File: config.mk
export PLATFORM = sky130hd
export DESIGN_NAME = id_ex_hazard_reg_flat
export DESIGN_NICKNAME = d
export VERILOG_FILES = /design/src/rtl/id_ex_hazard_reg_pkg.sv /design/src/rtl/id_ex_hazard_reg_if.sv /design/src/rtl/id_ex_hazard_reg_load_use_detect.sv /design/src/rtl/id_ex_hazard_reg.sv /design/src/flat_wrapper.sv
export SDC_FILE = /design/constraint.sdc
export NUM_CORES = 1
export LEC_CHECK = 0
export CORE_AREA = 2 2 172 174
export CTS_CLUSTER_SIZE = 10
export DETAILED_ROUTE_END_ITERATION = 7
export DIE_AREA = 0 0 174 176
export HOLD_SLACK_MARGIN = 0.05
export PLACE_DENSITY_LB_ADDON = 0.08
export SYNTH_ARGS = -nofsm -noshare
export SYNTH_HDL_FRONTEND = slang
export SYNTH_SLANG_ARGS = --single-unit
File: constraint.sdc
create_clock -name clk -period 1.9 [get_ports clk]
set_input_delay 0.19 -clock clk [delete_from_list [all_inputs] [get_ports clk]]
set_output_delay 0.19 -clock clk [all_outputs]
set_load 0.1 [all_outputs]
File: src/rtl/id_ex_hazard_reg_pkg.sv
// pipe_pkg: shared definitions for the ID/EX pipeline register slice.
// Instruction class bit map, XZR register number, FSM state type and the
// registered control bundle carried from ID to EX.
package pipe_pkg;

   localparam int unsigned NUM_CLS = 11;

   // one-hot instruction class bit indices
   localparam int unsigned CLS_ADDI = 0;
   localparam int unsigned CLS_ADDS = 1;
   localparam int unsigned CLS_AND  = 2;
   localparam int unsigned CLS_LDUR = 3;
   localparam int unsigned CLS_STUR = 4;
   localparam int unsigned CLS_B    = 5;
   localparam int unsigned CLS_EOR  = 6;
   localparam int unsigned CLS_LSL  = 7;
   localparam int unsigned CLS_LSR  = 8;
   localparam int unsigned CLS_CBZ  = 9;
   localparam int unsigned CLS_SUBS = 10;

   localparam logic [4:0] REG_XZR = 5'd31;

   typedef enum logic {RUN, FLUSH} hz_state_t;

   // Control part of the ID/EX payload; operand data is held separately so
   // its width can follow the DW parameter of the register.
   typedef struct packed {
      logic               valid;
      logic [4:0]         rn;
      logic [4:0]         rm;
      logic [4:0]         rd;
      logic [NUM_CLS-1:0] cls;
   } id_ex_t;

endpackage

File: src/rtl/id_ex_hazard_reg_if.sv
// id_ex_hazard_reg_if: ID-side inputs, EX-side outputs and the IF/ID stall
// of the ID/EX register. master = pipeline control driving ID, slave = the
// register itself.
interface id_ex_hazard_reg_if #(
   parameter int unsigned DW = 64
);
   logic          id_valid;
   logic [4:0]    id_rn;
   logic [4:0]    id_rm;
   logic [4:0]    id_rd;
   logic          id_use_rn;
   logic          id_use_rm;
   logic [DW-1:0] id_rn_data;
   logic [DW-1:0] id_rm_data;
   logic [DW-1:0] id_imm;
   logic [10:0]   id_class;
   logic          ex_flush;

   logic          ex_valid;
   logic [4:0]    ex_rn;
   logic [4:0]    ex_rm;
   logic [4:0]    ex_rd;
   logic [DW-1:0] ex_rn_data;
   logic [DW-1:0] ex_rm_data;
   logic [DW-1:0] ex_imm;
   logic [10:0]   ex_class;
   logic          stall_if_id;

   modport master (
      output id_valid, id_rn, id_rm, id_rd, id_use_rn, id_use_rm,
             id_rn_data, id_rm_data, id_imm, id_class, ex_flush,
      input  ex_valid, ex_rn, ex_rm, ex_rd, ex_rn_data, ex_rm_data, ex_imm,
             ex_class, stall_if_id
   );

   modport slave (
      input  id_valid, id_rn, id_rm, id_rd, id_use_rn, id_use_rm,
             id_rn_data, id_rm_data, id_imm, id_class, ex_flush,
      output ex_valid, ex_rn, ex_rm, ex_rd, ex_rn_data, ex_rm_data, ex_imm,
             ex_class, stall_if_id
   );
endinterface

File: src/rtl/id_ex_hazard_reg_load_use_detect.sv
// load_use_detect: combinational load-use hazard check between the
// instruction in ID and a load sitting in EX. XZR as destination never hazards.
module load_use_detect
   import pipe_pkg::*;
(
   input  logic               id_valid,
   input  logic [4:0]         id_rn,
   input  logic [4:0]         id_rm,
   input  logic               id_use_rn,
   input  logic               id_use_rm,
   input  logic               ex_valid,
   input  logic [NUM_CLS-1:0] ex_class,
   input  logic [4:0]         ex_rd,
   output logic               hz
);

   // hazard when ID reads the register a load in EX is about to produce
   always_comb begin
      hz = id_valid & ex_valid & ex_class[CLS_LDUR] & (ex_rd != REG_XZR) &
           ((id_use_rn & (id_rn == ex_rd)) | (id_use_rm & (id_rm == ex_rd)));
   end

endmodule

File: src/rtl/id_ex_hazard_reg.sv
// id_ex_hazard_reg: ID/EX pipeline register with load-use stall and
// branch-flush bubble injection. Priority: reset > ex_flush > hazard > capture.
// Optional build macro HAZ_STATS_EN adds saturating stall_cnt/flush_cnt outputs.
module id_ex_hazard_reg
   import pipe_pkg::*;
#(
   parameter int unsigned DW          = 64,
   parameter int unsigned FLUSH_DEPTH = 2
) (
   input  logic                clk,
   input  logic                reset,
   id_ex_hazard_reg_if.slave   bus
`ifdef HAZ_STATS_EN
   ,
   output logic [31:0]         stall_cnt,
   output logic [31:0]         flush_cnt
`endif
);

   localparam logic [2:0] FLUSH_LOAD = 3'(FLUSH_DEPTH - 1);

   hz_state_t     state;
   logic [2:0]    cnt;
   id_ex_t        ex_ctl;
   logic [DW-1:0] rn_data;
   logic [DW-1:0] rm_data;
   logic [DW-1:0] imm;
   logic          hz;
   logic          take;

   load_use_detect u_load_use_detect (
      .id_valid  (bus.id_valid),
      .id_rn     (bus.id_rn),
      .id_rm     (bus.id_rm),
      .id_use_rn (bus.id_use_rn),
      .id_use_rm (bus.id_use_rm),
      .ex_valid  (ex_ctl.valid),
      .ex_class  (ex_ctl.cls),
      .ex_rd     (ex_ctl.rd),
      .hz        (hz)
   );

   // stall only from RUN, never under reset or when a flush takes priority
   always_comb begin
      bus.stall_if_id = reset & (state == RUN) & ~bus.ex_flush & hz;
      take            = reset & (state == RUN) & ~bus.ex_flush & ~hz & bus.id_valid;
   end

   // flush FSM: counts remaining bubbles after a taken branch
   always_ff @(posedge clk) begin
      if (!reset) begin
         state <= RUN;
         cnt   <= '0;
      end else if (bus.ex_flush) begin
         if (FLUSH_DEPTH > 1) begin
            state <= FLUSH;
            cnt   <= FLUSH_LOAD;
         end else begin
            state <= RUN;
            cnt   <= '0;
         end
      end else if (state == FLUSH) begin
         cnt <= cnt - 3'd1;
         if (cnt <= 3'd1) begin
            state <= RUN;
         end
      end
   end

   // payload register: anything other than a real capture loads an all-zero bubble
   always_ff @(posedge clk) begin
      if (!reset || !take) begin
         ex_ctl  <= '0;
         rn_data <= '0;
         rm_data <= '0;
         imm     <= '0;
      end else begin
         ex_ctl.valid <= 1'b1;
         ex_ctl.rn    <= bus.id_rn;
         ex_ctl.rm    <= bus.id_rm;
         ex_ctl.rd    <= bus.id_rd;
         ex_ctl.cls   <= bus.id_class;
         rn_data      <= bus.id_rn_data;
         rm_data      <= bus.id_rm_data;
         imm          <= bus.id_imm;
      end
   end

   // drive the EX-side outputs from the registered payload
   always_comb begin
      bus.ex_valid   = ex_ctl.valid;
      bus.ex_rn      = ex_ctl.rn;
      bus.ex_rm      = ex_ctl.rm;
      bus.ex_rd      = ex_ctl.rd;
      bus.ex_class   = ex_ctl.cls;
      bus.ex_rn_data = rn_data;
      bus.ex_rm_data = rm_data;
      bus.ex_imm     = imm;
   end

`ifdef HAZ_STATS_EN
   // saturating event counters for stalls and accepted flushes
   always_ff @(posedge clk) begin
      if (!reset) begin
         stall_cnt <= '0;
         flush_cnt <= '0;
      end else begin
         if (bus.stall_if_id && (stall_cnt != 32'hFFFF_FFFF)) begin
            stall_cnt <= stall_cnt + 32'd1;
         end
         if (bus.ex_flush && (flush_cnt != 32'hFFFF_FFFF)) begin
            flush_cnt <= flush_cnt + 32'd1;
         end
      end
   end
`endif

endmodule

File: src/flat_wrapper.sv
// flat-port wrapper written by rule: the top's interface ports become plain ports
module id_ex_hazard_reg_flat import pipe_pkg::*;
#(
   parameter int unsigned DW          = 64,
   parameter int unsigned FLUSH_DEPTH = 2
)
  (clk, reset, bus_id_valid, bus_id_rn, bus_id_rm, bus_id_rd, bus_id_use_rn, bus_id_use_rm, bus_id_rn_data, bus_id_rm_data, bus_id_imm, bus_id_class, bus_ex_flush, bus_ex_valid, bus_ex_rn, bus_ex_rm, bus_ex_rd, bus_ex_rn_data, bus_ex_rm_data, bus_ex_imm, bus_ex_class, bus_stall_if_id);
  id_ex_hazard_reg_if #(.DW(DW)) bus_i ();
  input  logic clk;
  input  logic reset;
  input wire logic [$bits(bus_i.id_valid)-1:0] bus_id_valid;
  input wire logic [$bits(bus_i.id_rn)-1:0] bus_id_rn;
  input wire logic [$bits(bus_i.id_rm)-1:0] bus_id_rm;
  input wire logic [$bits(bus_i.id_rd)-1:0] bus_id_rd;
  input wire logic [$bits(bus_i.id_use_rn)-1:0] bus_id_use_rn;
  input wire logic [$bits(bus_i.id_use_rm)-1:0] bus_id_use_rm;
  input wire logic [$bits(bus_i.id_rn_data)-1:0] bus_id_rn_data;
  input wire logic [$bits(bus_i.id_rm_data)-1:0] bus_id_rm_data;
  input wire logic [$bits(bus_i.id_imm)-1:0] bus_id_imm;
  input wire logic [$bits(bus_i.id_class)-1:0] bus_id_class;
  input wire logic [$bits(bus_i.ex_flush)-1:0] bus_ex_flush;
  output wire logic [$bits(bus_i.ex_valid)-1:0] bus_ex_valid;
  output wire logic [$bits(bus_i.ex_rn)-1:0] bus_ex_rn;
  output wire logic [$bits(bus_i.ex_rm)-1:0] bus_ex_rm;
  output wire logic [$bits(bus_i.ex_rd)-1:0] bus_ex_rd;
  output wire logic [$bits(bus_i.ex_rn_data)-1:0] bus_ex_rn_data;
  output wire logic [$bits(bus_i.ex_rm_data)-1:0] bus_ex_rm_data;
  output wire logic [$bits(bus_i.ex_imm)-1:0] bus_ex_imm;
  output wire logic [$bits(bus_i.ex_class)-1:0] bus_ex_class;
  output wire logic [$bits(bus_i.stall_if_id)-1:0] bus_stall_if_id;
  assign bus_i.id_valid = bus_id_valid;
  assign bus_i.id_rn = bus_id_rn;
  assign bus_i.id_rm = bus_id_rm;
  assign bus_i.id_rd = bus_id_rd;
  assign bus_i.id_use_rn = bus_id_use_rn;
  assign bus_i.id_use_rm = bus_id_use_rm;
  assign bus_i.id_rn_data = bus_id_rn_data;
  assign bus_i.id_rm_data = bus_id_rm_data;
  assign bus_i.id_imm = bus_id_imm;
  assign bus_i.id_class = bus_id_class;
  assign bus_i.ex_flush = bus_ex_flush;
  assign bus_ex_valid = bus_i.ex_valid;
  assign bus_ex_rn = bus_i.ex_rn;
  assign bus_ex_rm = bus_i.ex_rm;
  assign bus_ex_rd = bus_i.ex_rd;
  assign bus_ex_rn_data = bus_i.ex_rn_data;
  assign bus_ex_rm_data = bus_i.ex_rm_data;
  assign bus_ex_imm = bus_i.ex_imm;
  assign bus_ex_class = bus_i.ex_class;
  assign bus_stall_if_id = bus_i.stall_if_id;
  id_ex_hazard_reg #(.DW(DW), .FLUSH_DEPTH(FLUSH_DEPTH)) u_core (.clk(clk), .reset(reset), .bus(bus_i));
endmodule
Figure 1. Signal wires on met1.
Cells faint in the background.
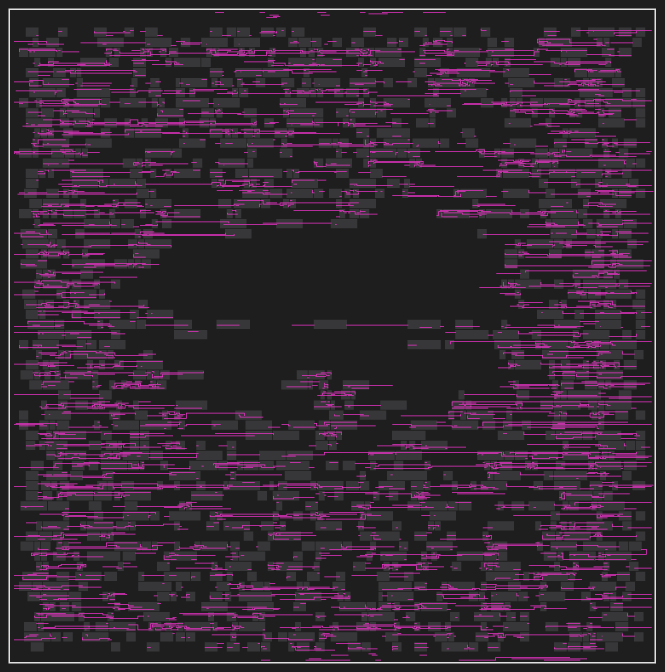
longest straight run: 53.8 um
nets with wire on the layer: 1235
total routed wirelength: 28490 um
met1 track demand over resource in global routing: 0.2097
total number of vias: 7357

Figure 2. M2 wires.
Scale bar: 50 um.
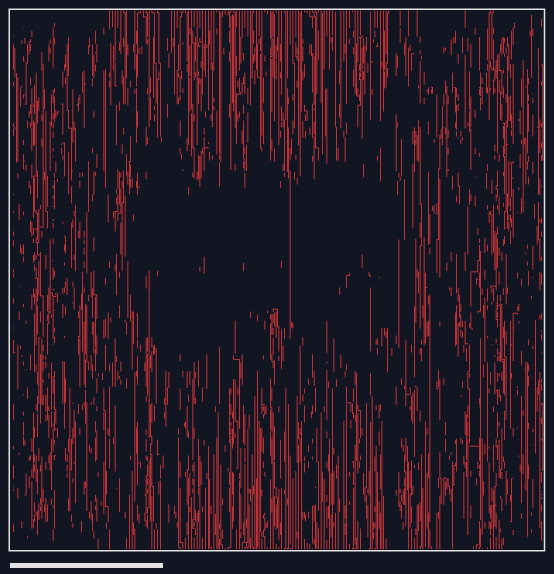
share of all routed wire: 47%
wire length on this layer: 13500 um
GRT met2 Usage: 0.2988

Figure 3. The metal 3 layer.
Scale bar: 50 um.
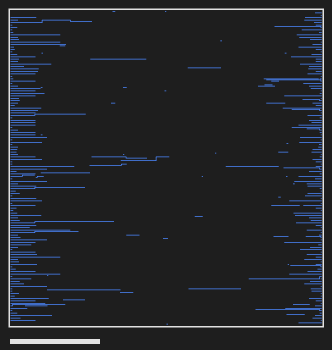
nets with wire on the layer: 267
longest straight run: 43.9 um
met3 Track Usage GR: 0.06869

Figure 4. The metal 4 layer.
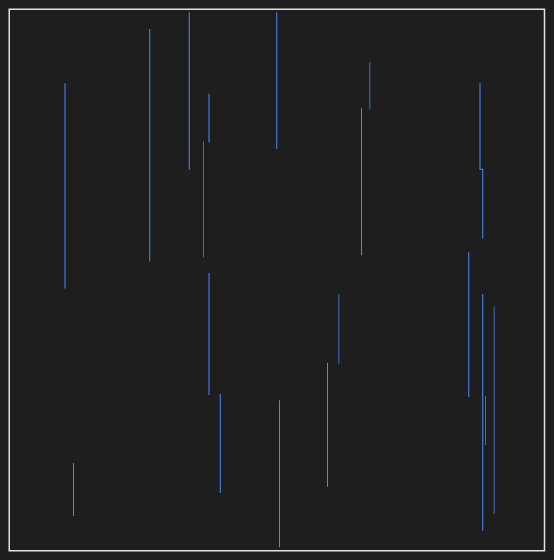
main direction: vertical
nets with wire on the layer: 8
wire length on this layer: 809 um
longest straight run: 76.8 um

Figure 5. Clock wiring as the flow saved it.
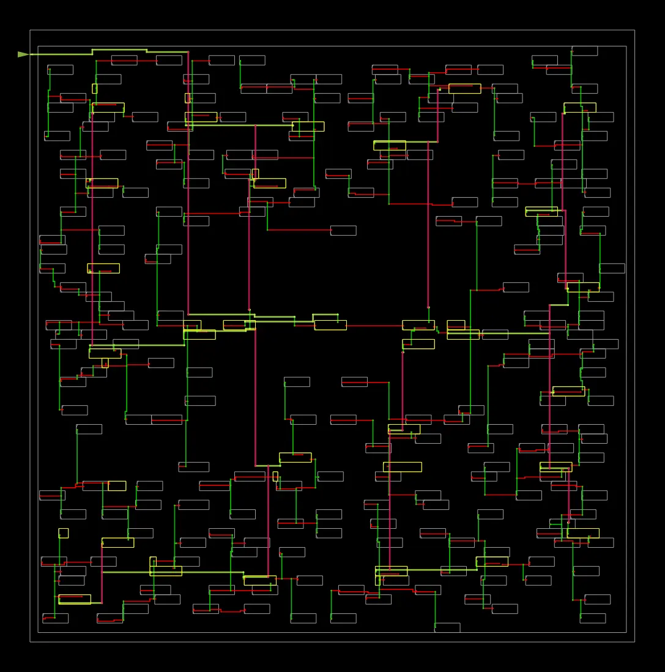
Max Clock Skew: 8.521 ps
layout sequential cell count: 223
Clk. pwr: 4900 uW

==> flow_metrics.py <==
# Generated from Yosys and OpenROAD reports
metrics = {
    "die": {
        "initCoreUtil": 0.2571,
        "die.size.y_um": 176,
        "io_pins": 444,
    },
    "cts": {
        "tritoncts.num_buffers": 28,
        "clk_path_buf_depth": 3,
        "clock_latency_on_the_worst_skew_pair_ps": 520,
        "clk_root_buf": "sky130_fd_sc_hd__clkbuf_16",
    },
    "yosys": {
        "synth_flop_count": 223,
        "yosysWarningCount": 0,
        "synth.avg_cell_area_um2": 9.257,
        "synth_async_sr_flop_share": 0,
    },
    "sta": {
        "final-setup-viol-count": 1,
        "hold_slack_ps": 169.0,
        "worst_slack_ps": -182.6,
        "period_used_share": 1.096,
    },
    "drt": {
        "wl_met3_um": 2716,
        "detail_route.wl_per_cell_um": 17.80,
        "highest-signal-layer": "met4",
    },
    "hold_path": {
        "holdCritPathClass": "input port to flop",
        "hold_path_depth": 4,
    },
    "worst_setup_path": {
        "setup.worst_path.class": "flop to primary output",
        "endpoint_type_of_the_worst_setup_path": "primary output",
        "crit_start": "u_core.bus.ex_rd[1]$_SDFF_PP0_",
        "crit-reg2reg-capture": "u_core.bus.ex_rm_data[49]$_SDFF_PP0_",
        "worst_ep_required_time_ps": 1710,
    },
    "status": {
        "failed_checks": "setup timing",
        "outcome": "finished, violations left",
    },
    "final_layout": {
        "final_common_cell": "sky130_fd_sc_hd__buf_4",
        "most_frequent_logic_cells_in_the_routed_design": "238 x sky130_fd_sc_hd__buf_4, 222 x sky130_fd_sc_hd__clkdlybuf4s50_1, 220 x sky130_fd_sc_hd__a21oi_1",
        "share_of_layout_cells_above_drive_strength_1": 0.2539,
        "fin_util": 0.4447,
    },
    "pwr": {
        "power.static_leakage_uw": 0.005333,
    },
    "global_route": {
        "grt_use_total": 0.1771,
    },
}
==> cell families after synthesis <==
family / synth area share
AND/OR/NAND/NOR: 0.1585
flip-flops: 0.6081
buffers and inverters: 0.06000
AND-OR/OR-AND: 0.1556
adder cells (fa/ha/maj): 0.003408
XOR/XNOR: 0.01432
==> critical path: stages (launching register included) <==
cell and delay [ps]:
sky130_fd_sc_hd__dfxtp_4 380, sky130_fd_sc_hd__xnor2_2 110, sky130_fd_sc_hd__nand4_1 180, sky130_fd_sc_hd__o22ai_4 230, sky130_fd_sc_hd__buf_12 120, sky130_fd_sc_hd__and3_4 170, sky130_fd_sc_hd__buf_12 170
==> layout make-up <==
type / instances / area (um2)
inverters: 2 / 7.507
fillers: 2795 / 15850
clock buffers: 36 / 782.0
well taps: 384 / 480.5
repair buffers: 479 / 4380
flip-flops and latches: 223 / 4491
multi-input cells: 472 / 2501
clock inverters: 5 / 52.55
==> state kept, by name, indices dropped and copies added, names as in the netlist <==
name and cells:
u_core.bus.ex_class 11, u_core.bus.ex_imm 64, u_core.bus.ex_rd 5, u_core.bus.ex_rm 5, u_core.bus.ex_rm_data 64, u_core.bus.ex_rn 5, u_core.bus.ex_rn_data 64, u_core.bus.ex_valid 1
u_core.cnt 3, u_core.state 1
==> what timing repair did <==
item | 4_1_cts | 5_1_grt
resized | 4 | 0
buffers inserted | 6 | 0
endpoints found under the hold margin | 0 | 0
endpoints found under the setup margin | 1 | 4
pin swaps | 7 | 2
==> power breakdown <==
| part | internal, uW | leakage, uW | switching, uW |
|---|---|---|---|
| Clock | 2970 | 0.000410 | 1930 |
| Combinational | 680 | 0.00311 | 1200 |
| Sequential | 4790 | 0.00182 | 41.0 |
Power and IR drop assume default switching activity.
